File: config.mk
export PLATFORM = sky130hd
export DESIGN_NAME = ps2_host_tx
export DESIGN_NICKNAME = d
export VERILOG_FILES = /design/src/rtl/ps2_host_tx.sv
export SDC_FILE = /design/constraint.sdc
export NUM_CORES = 1
export LEC_CHECK = 0
export CAP_MARGIN = 0
export CORE_ASPECT_RATIO = 0.75
export CORE_MARGIN = 4
export CORE_UTILIZATION = 45
export DETAILED_ROUTE_END_ITERATION = 10
export PLACE_DENSITY = 0.63
export REMOVE_ABC_BUFFERS = 1
export SETUP_SLACK_MARGIN = 0.2
export SLEW_MARGIN = 30
export SYNTH_ARGS = -nofsm -noshare
export SYNTH_HDL_FRONTEND = slang
export SYNTH_SLANG_ARGS = --single-unit
export TNS_END_PERCENT = 10
File: constraint.sdc
create_clock -name clk -period 2.1 [get_ports clk]
set_input_delay 0.315 -clock clk [delete_from_list [all_inputs] [get_ports clk]]
set_output_delay 0.315 -clock clk [all_outputs]
set_load 0.05 [all_outputs]
File: src/rtl/ps2_host_tx.sv
// ---------------------------------------------------------------------------
// ps2_host_tx
//   PS/2 host-to-device transmitter. Sends one command byte to the keyboard,
//   for example LED set 0xED, reset 0xFF or typematic 0xF3. Both PS/2 lines
//   are open-drain: an oe of 1 pulls the line low and an oe of 0 releases it.
//   While a frame is in progress, rx_inhibit tells the neighbouring scan-code
//   receiver to ignore clock edges.
//
//   Optional feature macro: PS2_TX_TIMEOUT_EN. When it is defined, a watchdog
//   aborts a frame that the device never finishes. This build also exposes
//   the TIMEOUT_CYC parameter.
//
// Parameters
//   INHIBIT_CYC  number of cycles kclk is held low before the request-to-send
//   TIMEOUT_CYC  watchdog limit in cycles (only with PS2_TX_TIMEOUT_EN)
//
// Ports
//   clk        system clock
//   rst        asynchronous, active-high reset
//   tx_data    command byte, captured when tx_valid && tx_ready
//   tx_valid   request to send
//   tx_ready   high only while idle
//   kclk_in    raw PS/2 clock pin level
//   kdata_in   raw PS/2 data pin level
//   kclk_oe    1 = pull kclk low
//   kdata_oe   1 = pull kdata low
//   rx_inhibit high whenever a frame is in progress
//   tx_done    one-cycle pulse: frame sent and acknowledged
//   tx_err     one-cycle pulse: nack (or timeout when enabled)
// ---------------------------------------------------------------------------
module ps2_host_tx #(
    parameter int INHIBIT_CYC = 5000
`ifdef PS2_TX_TIMEOUT_EN
    , parameter int TIMEOUT_CYC = 750000
`endif
) (
    input  logic       clk,
    input  logic       rst,
    input  logic [7:0] tx_data,
    input  logic       tx_valid,
    output logic       tx_ready,
    input  logic       kclk_in,
    input  logic       kdata_in,
    output logic       kclk_oe,
    output logic       kdata_oe,
    output logic       rx_inhibit,
    output logic       tx_done,
    output logic       tx_err
);

    typedef enum logic [2:0] {
        IDLE,
        INHIBIT,
        REQ,
        SEND,
        ACK,
        WAITIDLE,
        ERR
    } state_t;

    // One timer is shared: it counts the inhibit period and, when enabled,
    // the watchdog. 23 bits covers the watchdog range.
    localparam int TW = 23;

    state_t        state, state_next;
    logic [9:0]    frame, frame_next;
    logic [3:0]    bitcnt, bitcnt_next;
    logic [TW-1:0] timer, timer_next;
    logic          kclk_oe_next, kdata_oe_next, done_next, err_next;

    logic kclk_s1, kclk_s2, kclk_prev;
    logic kdata_s1, kdata_s2;
    logic fall;

    // The synchronisers reset to the idle-high bus level. This keeps a
    // phantom falling edge from appearing just after reset.
    always_ff @(posedge clk or posedge rst) begin
        if (rst) begin
            kclk_s1   <= 1'b1;
            kclk_s2   <= 1'b1;
            kclk_prev <= 1'b1;
            kdata_s1  <= 1'b1;
            kdata_s2  <= 1'b1;
        end else begin
            kclk_s1   <= kclk_in;
            kclk_s2   <= kclk_s1;
            kclk_prev <= kclk_s2;
            kdata_s1  <= kdata_in;
            kdata_s2  <= kdata_s1;
        end
    end

    assign fall = kclk_prev & ~kclk_s2;

    // All line enables and the done/err pulses are registered, so the pins
    // never see combinational glitches. Reset releases both lines at once.
    always_ff @(posedge clk or posedge rst) begin
        if (rst) begin
            state    <= IDLE;
            frame    <= '0;
            bitcnt   <= '0;
            timer    <= '0;
            kclk_oe  <= 1'b0;
            kdata_oe <= 1'b0;
            tx_done  <= 1'b0;
            tx_err   <= 1'b0;
        end else begin
            state    <= state_next;
            frame    <= frame_next;
            bitcnt   <= bitcnt_next;
            timer    <= timer_next;
            kclk_oe  <= kclk_oe_next;
            kdata_oe <= kdata_oe_next;
            tx_done  <= done_next;
            tx_err   <= err_next;
        end
    end

    always_comb begin
        state_next    = state;
        frame_next    = frame;
        bitcnt_next   = bitcnt;
        timer_next    = timer;
        kclk_oe_next  = kclk_oe;
        kdata_oe_next = kdata_oe;
        done_next     = 1'b0;
        err_next      = 1'b0;

        case (state)
            IDLE: begin
                kclk_oe_next  = 1'b0;
                kdata_oe_next = 1'b0;
                if (tx_valid) begin
                    // The frame goes out LSB first: d0..d7, odd parity, stop.
                    frame_next   = {1'b1, ~^tx_data, tx_data};
                    bitcnt_next  = '0;
                    timer_next   = '0;
                    kclk_oe_next = 1'b1;
                    state_next   = INHIBIT;
                end
            end

            INHIBIT: begin
                if (timer == TW'(INHIBIT_CYC - 1)) begin
                    // The start bit (data low) is driven on the same edge
                    // that releases the clock.
                    timer_next    = '0;
                    kclk_oe_next  = 1'b0;
                    kdata_oe_next = 1'b1;
                    state_next    = REQ;
                end else begin
                    timer_next = timer + 1'b1;
                end
            end

            REQ, SEND: begin
                if (fall) begin
                    // Falls 1..10 present frame bits 0..9. The stop bit is 1,
                    // so the tenth fall releases the data line.
                    kdata_oe_next = ~frame[0];
                    frame_next    = {1'b1, frame[9:1]};
                    if (bitcnt == 4'd9) begin
                        state_next = ACK;
                    end else begin
                        bitcnt_next = bitcnt + 1'b1;
                        state_next  = SEND;
                    end
                end
            end

            ACK: begin
                if (fall) begin
                    if (kdata_s2) begin
                        err_next   = 1'b1;
                        state_next = ERR;
                    end else begin
                        state_next = WAITIDLE;
                    end
                end
            end

            WAITIDLE: begin
                if (kclk_s2 && kdata_s2) begin
                    done_next  = 1'b1;
                    state_next = IDLE;
                end
            end

            ERR: begin
                kclk_oe_next  = 1'b0;
                kdata_oe_next = 1'b0;
                state_next    = IDLE;
            end

            default: begin
                kclk_oe_next  = 1'b0;
                kdata_oe_next = 1'b0;
                state_next    = IDLE;
            end
        endcase

`ifdef PS2_TX_TIMEOUT_EN
        // The watchdog runs from the request-to-send until the bus goes idle.
        // It overrides any normal transition, so done and err stay exclusive.
        if (state inside {REQ, SEND, ACK, WAITIDLE}) begin
            if (timer == TW'(TIMEOUT_CYC - 1)) begin
                kclk_oe_next  = 1'b0;
                kdata_oe_next = 1'b0;
                done_next     = 1'b0;
                err_next      = 1'b1;
                state_next    = ERR;
            end else begin
                timer_next = timer + 1'b1;
            end
        end
`endif
    end

    assign tx_ready   = (state == IDLE);
    assign rx_inhibit = (state != IDLE);

endmodule

==> images/m1.png <==
Bar = 20 um. Supply wires on this layer in grey. Cells faint in the background.
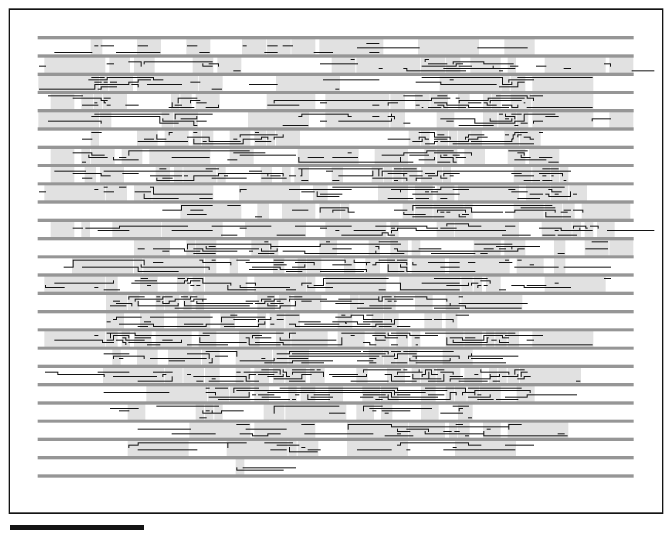
share of all routed wire: 53%
wire length on this layer: 2910 um
longest straight run: 23.5 um
main direction: horizontal
wire length reported by the detailed router: 5540 um
via count: 2131
met1 Track Usage GR: 0.247

==> images/ff_map.png <==
Bar = 20 um.
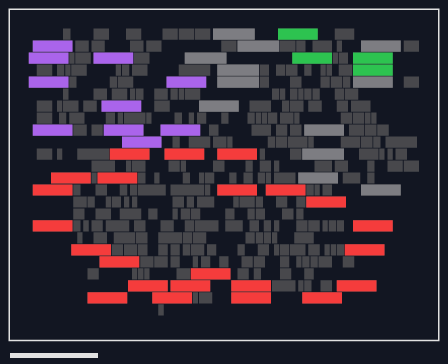
| name in the netlist | colour | placed flops |
|---|---|---|
| timer | red | 23 |
| bitcnt | green | 4 |
| frame | purple | 10 |
not coloured: 12
core occupancy in the finished layout: 0.557
power in sequential cells: 1390 uW
sequential cell area in the final layout: 1230 um2
sequential share of cell area: 0.382

==> images/port_trees.png <==
Bar = 20 um.
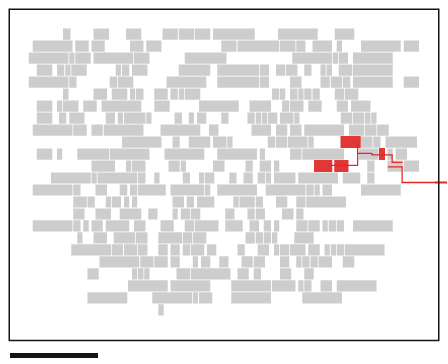
| port | colour | bits | direction | edge | end cells | buffers | wire |
|---|---|---|---|---|---|---|---|
| tx_valid | red | 1 | input | right | 4 | 1 | 38.9 um |
total of buffers placed on input and output ports: 18
# IOs: 19

==> images/layers.png <==
Only two layers are drawn.
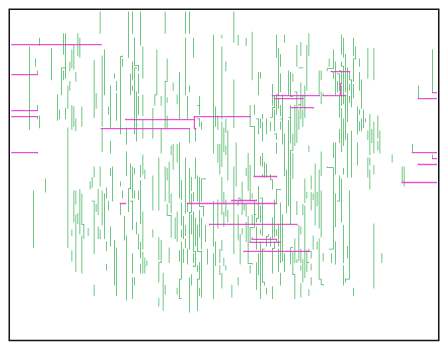
| layer | colour | wire length |
|---|---|---|
| M2 | green | 2360 um |
| M3 | magenta | 231 um |
Routed wire per std cell: 14.2 um
Global Route Usage Sum: 0.160

==> images/congestion_map.png <==
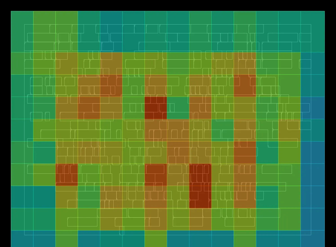
most used routing layer: met1
met3 Use GR: 0.0315
met2 routing resource usage after global routing: 0.231

==> flow_results.xml <==
<?xml version="1.0" encoding="UTF-8"?>
<metrics>
  <group name="status">
    <metric name="outcome" unit="">complete, no violations</metric>
  </group>
  <group name="clocking">
    <metric name="root_buffer" unit="">sky130_fd_sc_hd__clkbuf_8</metric>
    <metric name="tritoncts.num_buffers" unit="">5</metric>
    <metric name="quantity_of_hold_fixing_buffers_added_after_cts" unit="">0</metric>
    <metric name="cts_sinks" unit="">49</metric>
    <metric name="cts.reportedPaths.clkPinSlew" unit="ps">90</metric>
    <metric name="cts_htree_levels" unit="">2</metric>
  </group>
  <group name="pwr">
    <metric name="pwr.group.combinational" unit="uW">1890</metric>
    <metric name="top_power_group" unit="">combinational cells</metric>
    <metric name="power_density" unit="nW/um2">1190</metric>
    <metric name="switchingPower" unit="uW">1570</metric>
    <metric name="report.power.total" unit="uW">3840</metric>
    <metric name="leakage_power_summed_over_all_cells" unit="uW">0.00138</metric>
    <metric name="netSwitchingFraction" unit="">0.409</metric>
    <metric name="combinationalPowerShare" unit="">0.492</metric>
  </group>
  <group name="timing">
    <metric name="setup_slack" unit="ps">224</metric>
    <metric name="report.final.slew_viol_count" unit="">0</metric>
    <metric name="transition_time_at_the_pin_with_the_least_slew_margin" unit="ps">495</metric>
    <metric name="fin_skew" unit="ps">4.44</metric>
    <metric name="final_report_setup_violation_count" unit="">0</metric>
    <metric name="timing.hold.ws" unit="ps">314</metric>
    <metric name="finalClockPeriodUsage" unit="">0.893</metric>
    <metric name="relSlewSlack" unit="">0.669</metric>
  </group>
  <group name="critical_path">
    <metric name="r2r_cells" unit="">6</metric>
    <metric name="critical_path.cell_chain" unit="">ha_2 &gt; nor3b_1 &gt; nand4_1 &gt; o21a_4 &gt; a21o_1 &gt; mux2_4</metric>
    <metric name="critical_path.max_fanout" unit="">10</metric>
    <metric name="critical_path.startpoint_type" unit="">flop</metric>
    <metric name="worst_r2r_endpoint" unit="">timer[5]</metric>
    <metric name="worst_setup_path_end_kind" unit="">flop</metric>
    <metric name="critPathLaunch" unit="">timer[0]</metric>
  </group>
  <group name="place">
    <metric name="dpl.cell_count" unit="">380</metric>
    <metric name="place_area" unit="um2">3090</metric>
    <metric name="finalWeightedCongestion" unit="">0.843</metric>
    <metric name="dpl.hpwl" unit="um">4190</metric>
  </group>
  <group name="grt">
    <metric name="grt_max_degree" unit="">20</metric>
    <metric name="antenna_found_initial" unit="">0</metric>
    <metric name="first_global_vias" unit="">1930</metric>
    <metric name="grt_pass1_wl" unit="um">9400</metric>
  </group>
  <group name="final_layout">
    <metric name="biggest_registers_after_layout" unit="">timer x23, frame x10, bitcnt x4</metric>
    <metric name="layout-drive-gt1-share" unit="">0.188</metric>
    <metric name="area.growth.synth_to_final" unit="%">20.4</metric>
    <metric name="multiInputGateArea" unit="um2">1400</metric>
    <metric name="fill_cells" unit="">514</metric>
    <metric name="seq_cell_count" unit="">49</metric>
    <metric name="number_of_flip_flops_in_the_largest_register" unit="">23</metric>
    <metric name="final_non_filler_cell_area" unit="um2">3230</metric>
    <metric name="comb_cells" unit="">208</metric>
    <metric name="clockNetworkAreaShare" unit="">0.0279</metric>
    <metric name="area_share_nonclk_buffers" unit="">0.118</metric>
  </group>
  <group name="logic_synthesis">
    <metric name="yosys_warning_tally" unit="">0</metric>
    <metric name="ys_top_cells_by_count" unit="">44 x sky130_fd_sc_hd__dfrtp_1, 26 x sky130_fd_sc_hd__nand2_1, 22 x sky130_fd_sc_hd__nor2_1</metric>
    <metric name="top_cell_area_share" unit="">0.411</metric>
    <metric name="post_synth_instance_area" unit="um2">2680</metric>
    <metric name="adder_share" unit="">0.0280</metric>
    <metric name="yosys_most_used_dff" unit="">sky130_fd_sc_hd__dfrtp_1</metric>
    <metric name="async_flop_share" unit="">1.00</metric>
    <metric name="yosysChipArea" unit="um2">2680</metric>
    <metric name="ys_top_logic_family" unit="">simple AND/OR/NAND/NOR gates</metric>
    <metric name="ys_seq_frac" unit="">0.460</metric>
    <metric name="top_area_cell" unit="">sky130_fd_sc_hd__dfrtp_1</metric>
    <metric name="postSynthCellCount" unit="">273</metric>
  </group>
  <group name="route">
    <metric name="highest-signal-layer" unit="">met4</metric>
    <metric name="antenna_left" unit="">0</metric>
    <metric name="met2_wirelength" unit="um">2360</metric>
    <metric name="routed-wl-met3" unit="um">230</metric>
    <metric name="first_iter_violations" unit="">123</metric>
    <metric name="met1Wirelength" unit="um">2910</metric>
  </group>
  <group name="die">
    <metric name="floorplan.die_area" unit="um2">7270</metric>
    <metric name="core-area" unit="um2">5800</metric>
    <metric name="tapcell.inserted" unit="">78</metric>
  </group>
  <group name="job">
    <metric name="maxCapViolations" unit="">0</metric>
  </group>
  <group name="hold_path">
    <metric name="worstHoldPathType" unit="">in2async</metric>
  </group>
</metrics>
Power is estimated from default activity; no workload was simulated.
